$ cat config.mk
export PLATFORM = sky130hd
export DESIGN_NAME = sr_pulse_sequencer
export DESIGN_NICKNAME = d
export VERILOG_FILES = /design/src/rtl/sr_pulse_sequencer.sv
export SDC_FILE = /design/constraint.sdc
export NUM_CORES = 1
export LEC_CHECK = 0
export CAP_MARGIN = 20
export CORE_MARGIN = 1
export CORE_UTILIZATION = 30
export DETAILED_ROUTE_END_ITERATION = 16
export SYNTH_ARGS = -nofsm -noshare
export SYNTH_HDL_FRONTEND = slang
export SYNTH_SLANG_ARGS = --single-unit
$ cat constraint.sdc
create_clock -name clk -period 1.3 [get_ports clk]
set_input_delay 0.325 -clock clk [delete_from_list [all_inputs] [get_ports clk]]
set_output_delay 0.325 -clock clk [all_outputs]
set_load 0.02 [all_outputs]
$ cat src/rtl/sr_pulse_sequencer.sv
// Round-robin sequencer driving timed set/reset pulses onto one external SR latch.
// Optional latch feedback check is enabled by defining SR_CHECK_EN.
module sr_pulse_sequencer #(
    parameter int PULSE_W = 2,
    parameter int GAP_W   = 1
) (
    input  logic clk,
    input  logic reset,
    input  logic req_a,
    input  logic op_a,
    output logic ack_a,
    input  logic req_b,
    input  logic op_b,
    output logic ack_b,
    output logic s,
    output logic r,
    input  logic q_fb,
    input  logic q_bar_fb,
    output logic busy,
    output logic shadow_q,
    output logic err
);

    localparam int MAX_W = (PULSE_W > GAP_W) ? PULSE_W : GAP_W;
    localparam int CNT_W = $clog2(MAX_W + 1);
    localparam logic [CNT_W-1:0] CNT_ZERO = {CNT_W{1'b0}};
    localparam logic [CNT_W-1:0] CNT_ONE  = CNT_W'(1);
    localparam logic [CNT_W-1:0] PULSE_LD = CNT_W'(PULSE_W - 1);
    localparam logic [CNT_W-1:0] GAP_LD   = CNT_W'(GAP_W - 1);

    typedef enum logic [1:0] {
        ST_IDLE  = 2'd0,
        ST_PULSE = 2'd1,
        ST_GAP   = 2'd2
    } state_t;

    state_t           state_r, state_nxt_s;
    logic [CNT_W-1:0] cnt_r, cnt_nxt_s;
    logic             op_r, op_nxt_s;
    logic             prefer_b_r, prefer_b_nxt_s;
    logic             s_r, s_nxt_s;
    logic             r_r, r_nxt_s;
    logic             ack_a_r, ack_a_nxt_s;
    logic             ack_b_r, ack_b_nxt_s;
    logic             busy_r, busy_nxt_s;
    logic             shadow_r, shadow_nxt_s;
    logic             err_r, err_nxt_s;
    logic             grant_a_s, grant_b_s, op_sel_s;
    logic             fb_bad_s;

    // Round-robin pick; prefer_b_r is set once A has been served last.
    always_comb begin
        grant_a_s = 1'b0;
        grant_b_s = 1'b0;
        if (req_a && (!req_b || !prefer_b_r)) begin
            grant_a_s = 1'b1;
        end else if (req_b) begin
            grant_b_s = 1'b1;
        end else begin
            grant_a_s = 1'b0;
        end
        op_sel_s = grant_a_s ? op_a : op_b;
    end

`ifdef SR_CHECK_EN
    // Feedback must match the shadow copy in both rails.
    always_comb begin
        fb_bad_s = (q_fb != shadow_r) || (q_bar_fb != ~shadow_r);
    end
`else
    wire unused_fb_s = &{1'b0, q_fb, q_bar_fb};
    // Feedback checking compiled out.
    always_comb begin
        fb_bad_s = 1'b0;
    end
`endif

    // State and registered outputs; reset drops s/r at the very next edge.
    always_ff @(posedge clk) begin
        if (reset) begin
            state_r    <= ST_IDLE;
            cnt_r      <= CNT_ZERO;
            op_r       <= 1'b0;
            prefer_b_r <= 1'b0;
            s_r        <= 1'b0;
            r_r        <= 1'b0;
            ack_a_r    <= 1'b0;
            ack_b_r    <= 1'b0;
            busy_r     <= 1'b0;
            shadow_r   <= 1'b0;
            err_r      <= 1'b0;
        end else begin
            state_r    <= state_nxt_s;
            cnt_r      <= cnt_nxt_s;
            op_r       <= op_nxt_s;
            prefer_b_r <= prefer_b_nxt_s;
            s_r        <= s_nxt_s;
            r_r        <= r_nxt_s;
            ack_a_r    <= ack_a_nxt_s;
            ack_b_r    <= ack_b_nxt_s;
            busy_r     <= busy_nxt_s;
            shadow_r   <= shadow_nxt_s;
            err_r      <= err_nxt_s;
        end
    end

    // Next-state decode.
    always_comb begin
        state_nxt_s = state_r;
        case (state_r)
            ST_IDLE: begin
                if (req_a || req_b) state_nxt_s = ST_PULSE;
                else                state_nxt_s = ST_IDLE;
            end
            ST_PULSE: begin
                if (cnt_r == CNT_ZERO) state_nxt_s = ST_GAP;
                else                   state_nxt_s = ST_PULSE;
            end
            ST_GAP: begin
                if (cnt_r == CNT_ZERO) state_nxt_s = ST_IDLE;
                else                   state_nxt_s = ST_GAP;
            end
            default: state_nxt_s = ST_IDLE;
        endcase
    end

    // Next values of the registered outputs and datapath.
    always_comb begin
        cnt_nxt_s      = cnt_r;
        op_nxt_s       = op_r;
        prefer_b_nxt_s = prefer_b_r;
        s_nxt_s        = 1'b0;
        r_nxt_s        = 1'b0;
        ack_a_nxt_s    = 1'b0;
        ack_b_nxt_s    = 1'b0;
        busy_nxt_s     = 1'b0;
        shadow_nxt_s   = shadow_r;
        err_nxt_s      = err_r;
        case (state_r)
            ST_IDLE: begin
                if (grant_a_s || grant_b_s) begin
                    ack_a_nxt_s    = grant_a_s;
                    ack_b_nxt_s    = grant_b_s;
                    op_nxt_s       = op_sel_s;
                    s_nxt_s        = op_sel_s;
                    r_nxt_s        = ~op_sel_s;
                    cnt_nxt_s      = PULSE_LD;
                    prefer_b_nxt_s = grant_a_s;
                    busy_nxt_s     = 1'b1;
                end else begin
                    busy_nxt_s = 1'b0;
                end
            end
            ST_PULSE: begin
                busy_nxt_s = 1'b1;
                if (cnt_r == CNT_ZERO) begin
                    shadow_nxt_s = op_r;
                    cnt_nxt_s    = GAP_LD;
                end else begin
                    s_nxt_s   = op_r;
                    r_nxt_s   = ~op_r;
                    cnt_nxt_s = cnt_r - CNT_ONE;
                end
            end
            ST_GAP: begin
                if (cnt_r == CNT_ZERO) begin
                    busy_nxt_s = 1'b0;
                    err_nxt_s  = err_r | fb_bad_s;
                end else begin
                    busy_nxt_s = 1'b1;
                    cnt_nxt_s  = cnt_r - CNT_ONE;
                end
            end
            default: begin
                cnt_nxt_s = CNT_ZERO;
            end
        endcase
    end

    assign s        = s_r;
    assign r        = r_r;
    assign ack_a    = ack_a_r;
    assign ack_b    = ack_b_r;
    assign busy     = busy_r;
    assign shadow_q = shadow_r;
    assign err      = err_r;

endmodule

Layout detail:
Scale bar: 5 um. Window x 13 to 33, y 22 to 42 um. Cells in grey, sequential cells in the stronger grey; small squares are vias.
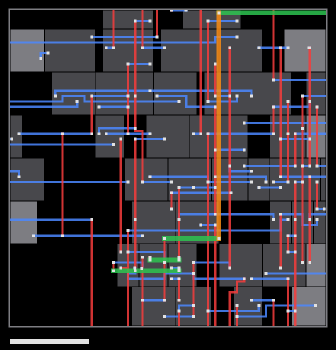
- red: metal 2
- orange: metal 4
- blue: metal 1
- green: metal 3
- most frequent: buf_4 (7), nor2_1 (4), clkbuf_4 (3)
- cells with their middle in the window: 32
- sequential cells in the window: 0

Clock routing:
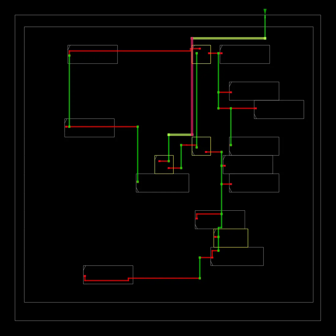
Layout clock buffers: 4
Worst Skew: 2.59 ps
Num Clock Sinks: 12
cts bufs inserted: 3

==> summary.txt <==
impl run done, here's what came out: WL met1 518 um, clock network share of area 0.0452, mi-comb count 45, Complex Gates by Area 0.180, EDFF count, synth 0, Post-CTS Hold Buffers 0, chip footprint 2050 um^2, first-pass GRT wire length 1760 um, delay-heaviest family, CP flip-flops, fraction of area in registers 0.303, Comb power frac 0.286, yosys cell count 65, Top-area cell share 0.428, worst flop-to-flop path endpoint cnt_r[1], Logic family by area simple AND/OR/NAND/NOR gates, CTS Root Cell clkbuf_4, Post-Place Worst Slack -361 ps, syn_nets 76, run status finished clean, Max Used Layer met4, dpl cell area 763 um^2, slowest cell on the critical path dfxtp_1, Clock group 0.299 mW, ant diodes 0, multiplexer share of the synthesized area 0.0267, Flop area 243 um^2, HP Start shadow_q, chip area in the Yosys report 562 um^2, Psw 0.309 mW, Final Power 1.04 mW, Signal buf overhead 0.228, RSZ-0062 raised after global routing no, design area 802 um^2, PwrDens 1300 nW/um^2, Worst Setup SP shadow_q, # DRC 0, largest cells by area after synthesis dfxtp_1, a21oi_1, ha_1, nor3_1, inv_1, P&R area growth vs syn 42.8%, Final Hold Viols 0, Reg clk slew, reported paths 80 ps, CP cell instances dlygate4sd2_1, seq pwr 0.445 mW, max-slew violations 0, Initial DRC Count 8, Core Area 1750 um^2, VDD IR max 0.365 mV, critical setup path kind reg2out, area occupied by multi-input gates 290 um^2, DR vias/cell 4.45, CP required 980 ps, GR Layer Usage met3 0.0240, Leading cell kind combinational gates, Critical Path End Type primary output, grt met2 use 0.186, die extent in x 45.3 um, Cells after DPL 109, Commonest flop dfxtp_1, Non-clock buffers 22, GRT Residual Overflow 0, met1 Use GR 0.154, fraction of registers with async set/reset 0, register share after synthesis 0.428, Cells after Synth 65, Insertion Delay late pin 270 ps, Worst Path Max Fanout 2, CTS tree built, Pleak 0.378 nW, share of total power in sequential cells 0.427, Final Hold Slack 449 ps, final core occ 0.459, vias in the first global route 451, count of tool warnings 30, Hold EP shadow_q, H-tree levels 1, leading area contributor after synthesis dfxtp_1, Seq cells 12, routed length on met2 496 um, final setup fails 0, syn avg cell area 8.64 um^2, gpl congestion 0.776, fraction of layout cells with a size suffix above 1 0.261, Final WS setup 57.1 ps, YS warnings 0, die extent in y 45.3 um, setup bufs post-CTS 0, WP depth 1, hold crit path type reg2reg, Leading power group sequential cells, Inverters excl. clock 5, Via Count 503
Gate families picked out:
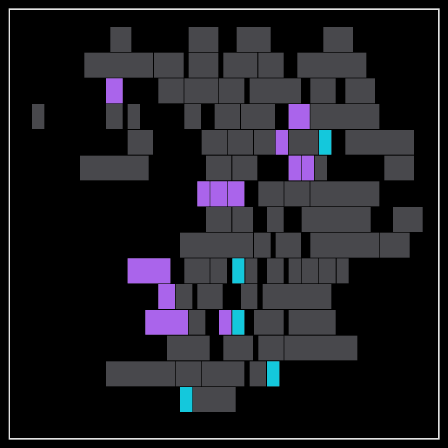
- cyan: inv cells (cells 5)
- purple: nor cells (cells 12)
most numerous logic cell after layout: buf_4
fraction of area in multi-input gates: 0.362
fin cells: 113

state kept, by name (all words and copies together), names as in the netlist:
signal and count:
ack_a 1, ack_b 1, busy 1, cnt_r 2, op_r 1, prefer_b_r 1, r 1, s 1
shadow_q 1, state_r 2
cell usage in the layout, fill, tap and decap left out, drive strengths merged, types with 3 or more instances in the layout:
| cell | count |
|---|---|
| clkdlybuf4s50 | 3 |
| clkbuf | 4 |
| inv | 5 |
| nor3 | 4 |
| dfxtp | 12 |
| ha | 3 |
| dlygate4sd2 | 8 |
| nor2 | 6 |
| nand2 | 5 |
| buf | 11 |
| a21oi | 8 |
repair_timing:
item | 4_1_cts | 5_1_grt
pin swaps | 0 | 0
setup endpoints to repair | 11 | 1
resized | 8 | 4
No activity file was given, so power comes from the tool's default toggle rates.
